### src/rtl/uart_pkg.sv
// ---------------------------------------------------------------------------
// uart_pkg
// Shared definitions for the UART receive path: data width, receiver state
// encoding, the layout of one received-frame FIFO entry, and the parity
// helper (bit-exact with the transmitter).
// ---------------------------------------------------------------------------
package uart_pkg;

  localparam int UART_DATA_W = 8;

  typedef enum logic [2:0] {
    RX_IDLE   = 3'd0,
    RX_DATA   = 3'd1,
    RX_PARITY = 3'd2,
    RX_STOP   = 3'd3,
    RX_BREAK  = 3'd4
  } rx_state_t;

  typedef struct packed {
    logic                   frame_err;
    logic                   parity_err;
    logic [UART_DATA_W-1:0] data;
  } rx_frame_t;

  localparam int RX_FRAME_W = $bits(rx_frame_t);

  // The "even" select inverts the XOR reduction; this matches uart_tx exactly,
  // whatever the name suggests.
  function automatic logic expected_parity(input logic [UART_DATA_W-1:0] data,
                                           input logic                   even);
    return even ? ~^data : ^data;
  endfunction

endpackage

### src/rtl/uart_rx_fifo.sv
// ---------------------------------------------------------------------------
// uart_rx_fifo
// Synchronous FIFO holding completed receive frames. Head entry is presented
// combinationally from storage; no write-to-read bypass, so a push into an
// empty FIFO becomes visible the cycle after the push edge.
//
// Ports
//   clk        rising-edge clock
//   rst_n      synchronous active-low reset (empties FIFO, clears storage)
//   i_push     write i_data this edge (dropped if full and not popping)
//   i_data     entry to write
//   i_pop      consumer accepts head (ignored while empty)
//   o_valid    FIFO holds at least one entry
//   o_data     head entry
//   o_overrun  one-cycle pulse after an edge where a push was dropped
// ---------------------------------------------------------------------------
module uart_rx_fifo #(
  parameter int DEPTH = 4,   // power of two, >= 2
  parameter int WIDTH = 10
) (
  input  logic             clk,
  input  logic             rst_n,
  input  logic             i_push,
  input  logic [WIDTH-1:0] i_data,
  input  logic             i_pop,
  output logic             o_valid,
  output logic [WIDTH-1:0] o_data,
  output logic             o_overrun
);

  localparam int PTR_W = $clog2(DEPTH);
  localparam int CNT_W = $clog2(DEPTH) + 1;

  logic [WIDTH-1:0] r_mem [DEPTH];
  logic [PTR_W-1:0] r_wr_ptr;
  logic [PTR_W-1:0] r_rd_ptr;
  logic [CNT_W-1:0] r_count;
  logic             r_overrun;

  logic w_full;
  logic w_pop;
  logic w_push_ok;

  assign o_valid   = (r_count != '0);
  assign o_data    = r_mem[r_rd_ptr];
  assign o_overrun = r_overrun;

  assign w_full    = (r_count == CNT_W'(DEPTH));
  assign w_pop     = i_pop & o_valid;
  // When full, a same-edge pop frees the head slot, which is exactly the slot
  // the write pointer addresses, so the push can still be taken.
  assign w_push_ok = i_push & (~w_full | w_pop);

  always_ff @(posedge clk) begin
    if (!rst_n) begin
      for (int i = 0; i < DEPTH; i++) r_mem[i] <= '0;
      r_wr_ptr  <= '0;
      r_rd_ptr  <= '0;
      r_count   <= '0;
      r_overrun <= 1'b0;
    end else begin
      if (w_push_ok) begin
        r_mem[r_wr_ptr] <= i_data;
        r_wr_ptr        <= r_wr_ptr + PTR_W'(1);
      end
      if (w_pop) r_rd_ptr <= r_rd_ptr + PTR_W'(1);

      case ({w_push_ok, w_pop})
        2'b10:   r_count <= r_count + CNT_W'(1);
        2'b01:   r_count <= r_count - CNT_W'(1);
        default: r_count <= r_count;
      endcase

      r_overrun <= i_push & w_full & ~w_pop;
    end
  end

endmodule

### src/rtl/uart_rx.sv
// ---------------------------------------------------------------------------
// uart_rx
// One-sample-per-bit UART receiver for a same-clock-domain uart_tx link.
// Frame: start(0), 8 data bits LSB first, optional parity, stop(1).
// Completed frames (with parity/framing error flags) are queued in
// uart_rx_fifo and offered on a valid/ready interface.
//
// State table
//   state  | meaning
//   IDLE   | line idle, waiting for a 0 (start bit); latches parity config
//   DATA   | shifting in 8 data bits, bit 0 first
//   PARITY | sampling parity bit, recording mismatch
//   STOP   | sampling stop bit, pushing frame; 0 here means break/framing err
//   BREAK  | line held low after a bad stop; wait for 1 before re-arming
//
// Ports
//   clk, rst_n            clock, synchronous active-low reset
//   rx                    serial line (idle high)
//   parity_en, even_parity  frame config, latched at start-bit detection
//   m_valid/m_ready       head-of-FIFO handshake
//   m_data, m_parity_err, m_frame_err  head frame fields
//   overrun               pulse when a completed frame was dropped (FIFO full)
//   rx_busy               receiver not in IDLE
// ---------------------------------------------------------------------------
module uart_rx
  import uart_pkg::*;
#(
  parameter int FIFO_DEPTH = 4
) (
  input  logic                   clk,
  input  logic                   rst_n,
  input  logic                   rx,
  input  logic                   parity_en,
  input  logic                   even_parity,
  output logic                   m_valid,
  input  logic                   m_ready,
  output logic [UART_DATA_W-1:0] m_data,
  output logic                   m_parity_err,
  output logic                   m_frame_err,
  output logic                   overrun,
  output logic                   rx_busy
);

  localparam logic [2:0] ST_IDLE   = RX_IDLE;
  localparam logic [2:0] ST_DATA   = RX_DATA;
  localparam logic [2:0] ST_PARITY = RX_PARITY;
  localparam logic [2:0] ST_STOP   = RX_STOP;
  localparam logic [2:0] ST_BREAK  = RX_BREAK;

  logic [2:0]             r_state;
  logic [UART_DATA_W-1:0] r_shift;
  logic [2:0]             r_bit_cnt;
  logic                   r_par_en;
  logic                   r_even;
  logic                   r_parity_err;

  logic      w_push;
  rx_frame_t w_frame;
  rx_frame_t w_head;
  logic      w_head_valid;

  always_ff @(posedge clk) begin
    if (!rst_n) begin
      r_state      <= ST_IDLE;
      r_shift      <= '0;
      r_bit_cnt    <= '0;
      r_par_en     <= 1'b0;
      r_even       <= 1'b0;
      r_parity_err <= 1'b0;
    end else begin
      case (r_state)
        ST_IDLE: begin
          if (!rx) begin
            r_state      <= ST_DATA;
            r_par_en     <= parity_en;
            r_even       <= even_parity;
            r_bit_cnt    <= '0;
            r_parity_err <= 1'b0;
          end
        end
        ST_DATA: begin
          r_shift   <= {rx, r_shift[UART_DATA_W-1:1]};
          r_bit_cnt <= r_bit_cnt + 3'd1;
          if (r_bit_cnt == 3'd7) r_state <= r_par_en ? ST_PARITY : ST_STOP;
        end
        ST_PARITY: begin
          r_parity_err <= (rx != expected_parity(r_shift, r_even));
          r_state      <= ST_STOP;
        end
        ST_STOP: begin
          r_state <= rx ? ST_IDLE : ST_BREAK;
        end
        ST_BREAK: begin
          if (rx) r_state <= ST_IDLE;
        end
        default: r_state <= ST_IDLE;
      endcase
    end
  end

  // Frame is pushed on the edge that samples the stop bit; the stop sample
  // itself becomes the framing-error flag.
  assign w_push             = (r_state == ST_STOP);
  assign w_frame.frame_err  = ~rx;
  assign w_frame.parity_err = r_parity_err;
  assign w_frame.data       = r_shift;

  uart_rx_fifo #(
    .DEPTH (FIFO_DEPTH),
    .WIDTH (RX_FRAME_W)
  ) u_fifo (
    .clk       (clk),
    .rst_n     (rst_n),
    .i_push    (w_push),
    .i_data    (w_frame),
    .i_pop     (m_ready),
    .o_valid   (w_head_valid),
    .o_data    (w_head),
    .o_overrun (overrun)
  );

  assign m_valid      = w_head_valid;
  assign m_data       = w_head.data;
  assign m_parity_err = w_head.parity_err;
  assign m_frame_err  = w_head.frame_err;
  assign rx_busy      = (r_state != ST_IDLE);

endmodule

### config.mk
export PLATFORM = sky130hd
export DESIGN_NAME = uart_rx
export DESIGN_NICKNAME = d
export VERILOG_FILES = /design/src/rtl/uart_pkg.sv /design/src/rtl/uart_rx_fifo.sv /design/src/rtl/uart_rx.sv
export SDC_FILE = /design/constraint.sdc
export NUM_CORES = 1
export LEC_CHECK = 0
export CAP_MARGIN = 0
export CORE_ASPECT_RATIO = 2
export CORE_UTILIZATION = 63
export CTS_CLUSTER_DIAMETER = 40
export CTS_CLUSTER_SIZE = 28
export DETAILED_ROUTE_END_ITERATION = 16
export PLACE_DENSITY = 0.85
export SLEW_MARGIN = 10
export SYNTH_ARGS = -nofsm -noshare
export SYNTH_HDL_FRONTEND = slang
export SYNTH_SLANG_ARGS = --single-unit
### constraint.sdc
create_clock -name clk -period 3.7 [get_ports clk]
set_clock_uncertainty 0.15 [all_clocks]
set_input_delay 0.555 -clock clk [delete_from_list [all_inputs] [get_ports clk]]
set_output_delay 0.555 -clock clk [all_outputs]
set_load 0.02 [all_outputs]
==> run summary, run 1 <==
The flow completed. The flow ran to the end, and the final reports show no timing, DRC or antenna violations. The placement summary gives the final routability congestion estimate as 0.722. Per report_power, the top consumer among the power groups is sequential cells.

Before placement the cells fill 65.6% of the core. On the final layout, the worst hold slack is 328 ps. More flip-flops sit in one register than any other, and that register is u_fifo.r_mem.

Maximum count of clock buffers along a single path landed at 2. Cell area after synthesis landed at 3020 µm². Static timing analysis puts the maximum clock frequency at 0.340 GHz. Count of placed standard cells in the final layout, fillers left out landed at 319.

The analysis reports a worst IR drop on VDD of 0.298 mV. Across the whole layout, multi-input logic makes up 34.9% of the cell area. Synthesis produced a netlist whose cell count is 238. Count of filler cells inserted in the layout landed at 305. The main area contributors are edfxtp_1 40%, dfxtp_1 18%, and2_1 9.1%.

The synthesis run identifies the leading combinational cell family as simple AND/OR/NAND/NOR gates. Summing all multi-input logic gate instances after layout gives 1190 µm². Peak fanout along the critical path landed at 10.

From synthesis to final layout, the design area changed by 13.0%. For met2 alone, demand over resource in global routing was 41.2%. Iteration count of the initial detailed-routing pass landed at 4.
run_1/met1.png
Scale bar: 20 µm. Cells faint in the background.
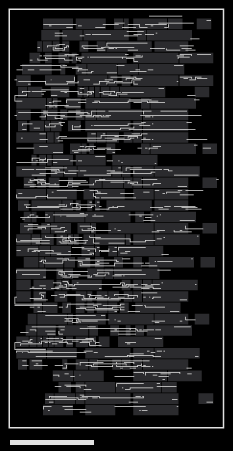
longest straight run	16.6 µm
share of all routed wire	38%

run_1/met2.png
Cells faint in the background.
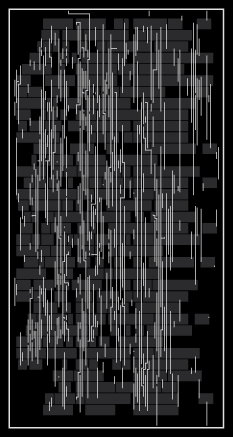
share of all routed wire	56%
nets with wire on the layer	220
main direction	vertical
longest straight run	64.6 µm

run_1/met3.png
Scale bar: 20 µm. Cells faint in the background.
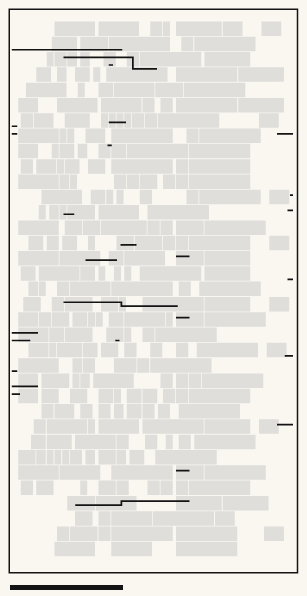
share of all routed wire	2.5%
longest straight run	19.3 µm

==> run 2, diff against run 1 <==
CORE_UTILIZATION = 53   (was 63)
PLACE_DENSITY = 0.76   (was 0.85)
clock period = 2.35 ns   (was 3.7 ns; I/O delays follow)
run_2/met1.png
Scale bar: 20 µm. Cells faint in the background.
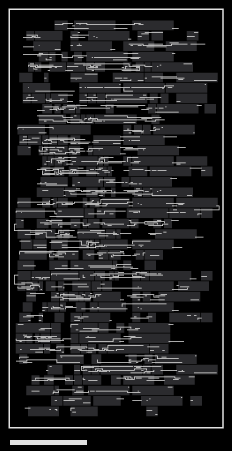
wire length on this layer	1,930 µm
nets with wire on the layer	261
main direction	horizontal
share of all routed wire	36%
longest straight run	15.2 µm

run_2/final_placement.png
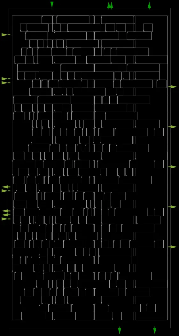
Seq area share: 48.0%
number of standard cells in the final layout excluding fillers: 342

==> run summary, run 2 <==
The flow completed. The run finished with clean final reports. Along the worst path, the maximum fanout reaches 2. In the final layout, the fill cell count is 410. Per the slew report, the remaining headroom to the max-slew limit stands at 56.8%. The largest share of the power goes to sequential cells.

After layout, the worst path uses 98.9% of the clock period. Area occupied by multi-input gates landed at 1210 µm². Cell area after synthesis landed at 3020 µm². From synthesis to final layout, the design area changed by 20.4%. The core region is 5470 µm². The largest registers in the layout are u_fifo.r_mem (40), r_shift (8).

Maximum count of clock buffers along a single path landed at 2. Counting tap cells, the placed design contains a total of 324 instances. Share of post-route cells with drive strength above 1 landed at 21.3%.

On the worst path, the slowest cell contributes a delay of 560 ps. Smallest hold slack landed at 312 ps. In this run the maximum-capacitance check reported violations numbering 0.

According to the timing report, the critical path is captured at u_fifo.r_count[2]. In this run, post-CTS hold repair placed 0 buffers. Counting flops per register, the top entry is u_fifo.r_mem.

Wire length the detailed router placed on met1 landed at 1930 µm. Peak supply drop landed at 0.532 mV. In the synthesized netlist, the dominant kind of combinational cell is simple AND/OR/NAND/NOR gates. For met2 alone, demand over resource in global routing was 38.2%.

Clock latency at the later pin of the worst-skew pair landed at 350 ps. The main area contributors are edfxtp_1 40%, dfxtp_1 18%, and2_1 9.1%. By count the netlist is led by 44 x and2_1, 40 x edfxtp_1, 27 x dfxtp_1. Vias after detailed routing landed at 1,818.

Fraction of the core area occupied by cells at floorplan landed at 55.2%. The H-tree was split into 3 levels. Placer congestion estimate landed at 0.761.

Highest clock frequency the design can meet landed at 0.430 GHz. Synthesis warning total landed at 0. Synthesis produced 238 cells. Of the total standard cell area in the layout, the multi-input combinational portion is 33.4%. The first detailed-routing pass took 4 iterations. Amount of wire on met3 after detailed routing landed at 137 µm.
==> run 3, diff against run 2 <==
CORE_UTILIZATION = 30   (was 53)
PLACE_DENSITY = 0.49   (was 0.76)
run_3/final_placement.png
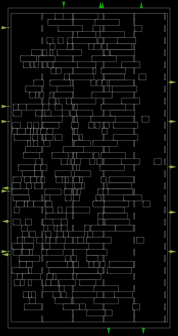
count of filler cells inserted in the layout: 939
standard-cell rows: 51
floorplan core area: 9760 µm²

run_3/met3.png
Scale bar: 20 µm. Cells faint in the background.
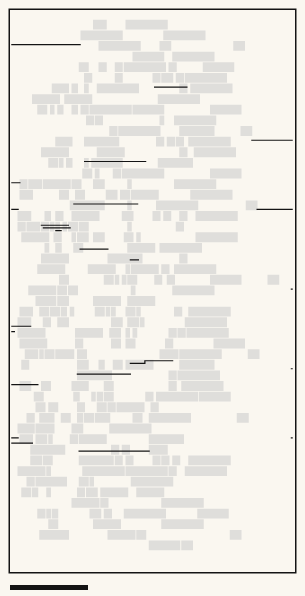
nets with wire on the layer	18
longest straight run	17.9 µm
share of all routed wire	2.8%
wire length on this layer	168 µm

==> run summary, run 3 <==
The flow completed. CTS reports a maximum clock tree buffer depth of 2. Measured against its own limit, the worst slew margin works out to 54.2%. Wire length the detailed router placed on met1 landed at 2280 µm. Setup slack of the most critical reg-to-reg path landed at 90 ps. Count of placed standard cells in the final layout, fillers left out landed at 416. Flop share of the area landed at 45.5%.

Yosys shows that the main logic family after synthesis is simple AND/OR/NAND/NOR gates. Number of maximum-capacitance violations landed at 0. Number of H-tree levels landed at 3. Looking at the global route congestion table, the highest-usage layer is met2. The post-route netlist has 20.8% of its cells at a drive strength greater than 1. Routed via count divided by cell count landed at 4.36.

The run finished with clean final reports. The largest registers in the layout are u_fifo.r_mem (40), r_shift (8). At the later pin of the worst-skew pair, clock insertion delay measures 330 ps. Cell area after synthesis landed at 3020 µm². Looking at the VDD voltage map, the peak drop is 0.455 mV.

Amount of wire on met3 after detailed routing landed at 167 µm. u_fifo.r_mem holds more flip-flops than any other register. In the final layout, the multi-input gates occupy 1210 µm².

Layout overhead on the synthesized area landed at 26.8%. Cell count after placement landed at 400. The worst path uses 96.3% of the clock period. Fraction of area in multi-input gates landed at 31.7%. Counting every instance in the synthesized netlist gives 238. The biggest slice of the total power is consumed by the clock network. The Yosys step of the flow raised 0 warnings. Smallest hold slack landed at 330 ps.

Count of hold buffers inserted by post-cts repair landed at 0. The report shows a maximum critical-path fanout of 2. Sorting the synthesized cells by area gives the leading types as edfxtp_1 40%, dfxtp_1 18%, and2_1 9.1%.

Iteration count of the initial detailed-routing pass landed at 4. Maximum single-stage delay on the critical path landed at 530 ps. The detailed router placed 1,814 vias in this run. Global routing usage on met2 landed at 24.8%. The most critical setup path has its endpoint at u_fifo.r_count[2]. Mean routed wirelength per cell landed at 14.6 µm.

The commonest cells after synthesis are 44 x and2_1, 40 x edfxtp_1, 27 x dfxtp_1. The initial utilization of the core area, before any placement, comes to 30.9%.

==> notes/layouts.md <==
Pictures saved along the way, in no particular order.

Register map, names as in the netlist.
Other sequential cells in the stronger grey, the rest of the logic in the fainter grey.
panel A
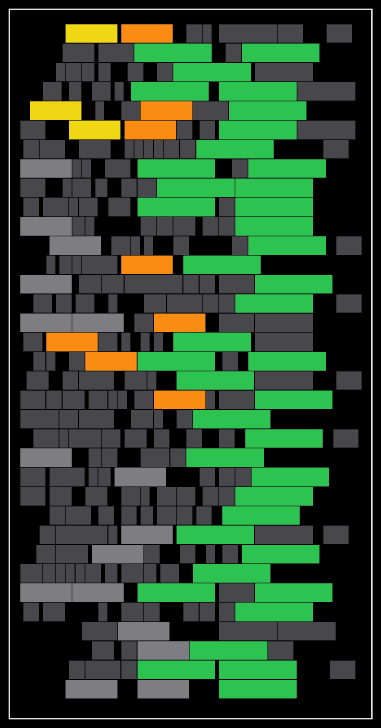
panel B
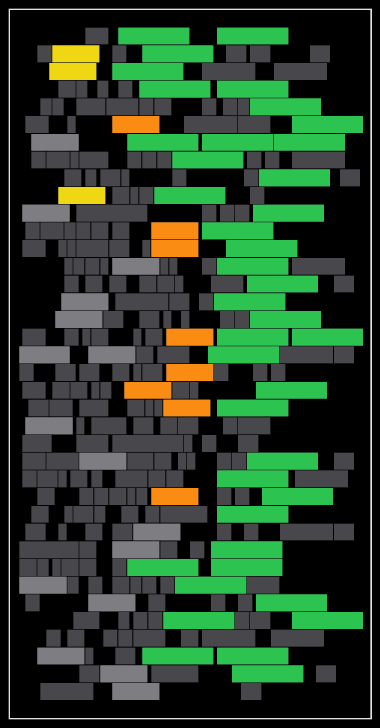
panel C
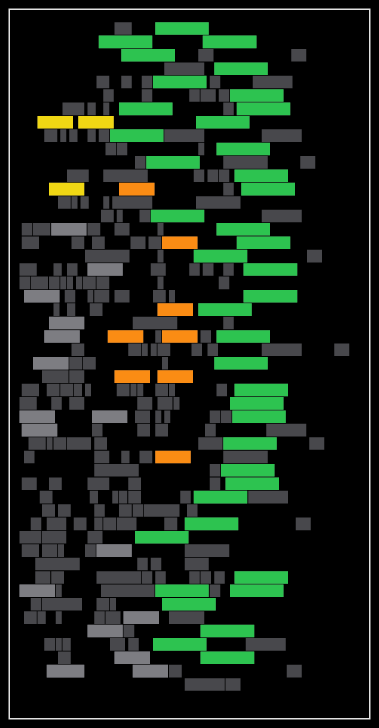
Panel C comes from run 3.
Panel A comes from run 1.
Panel B comes from run 2.

No activity file was given, so power comes from the tool's default toggle rates.
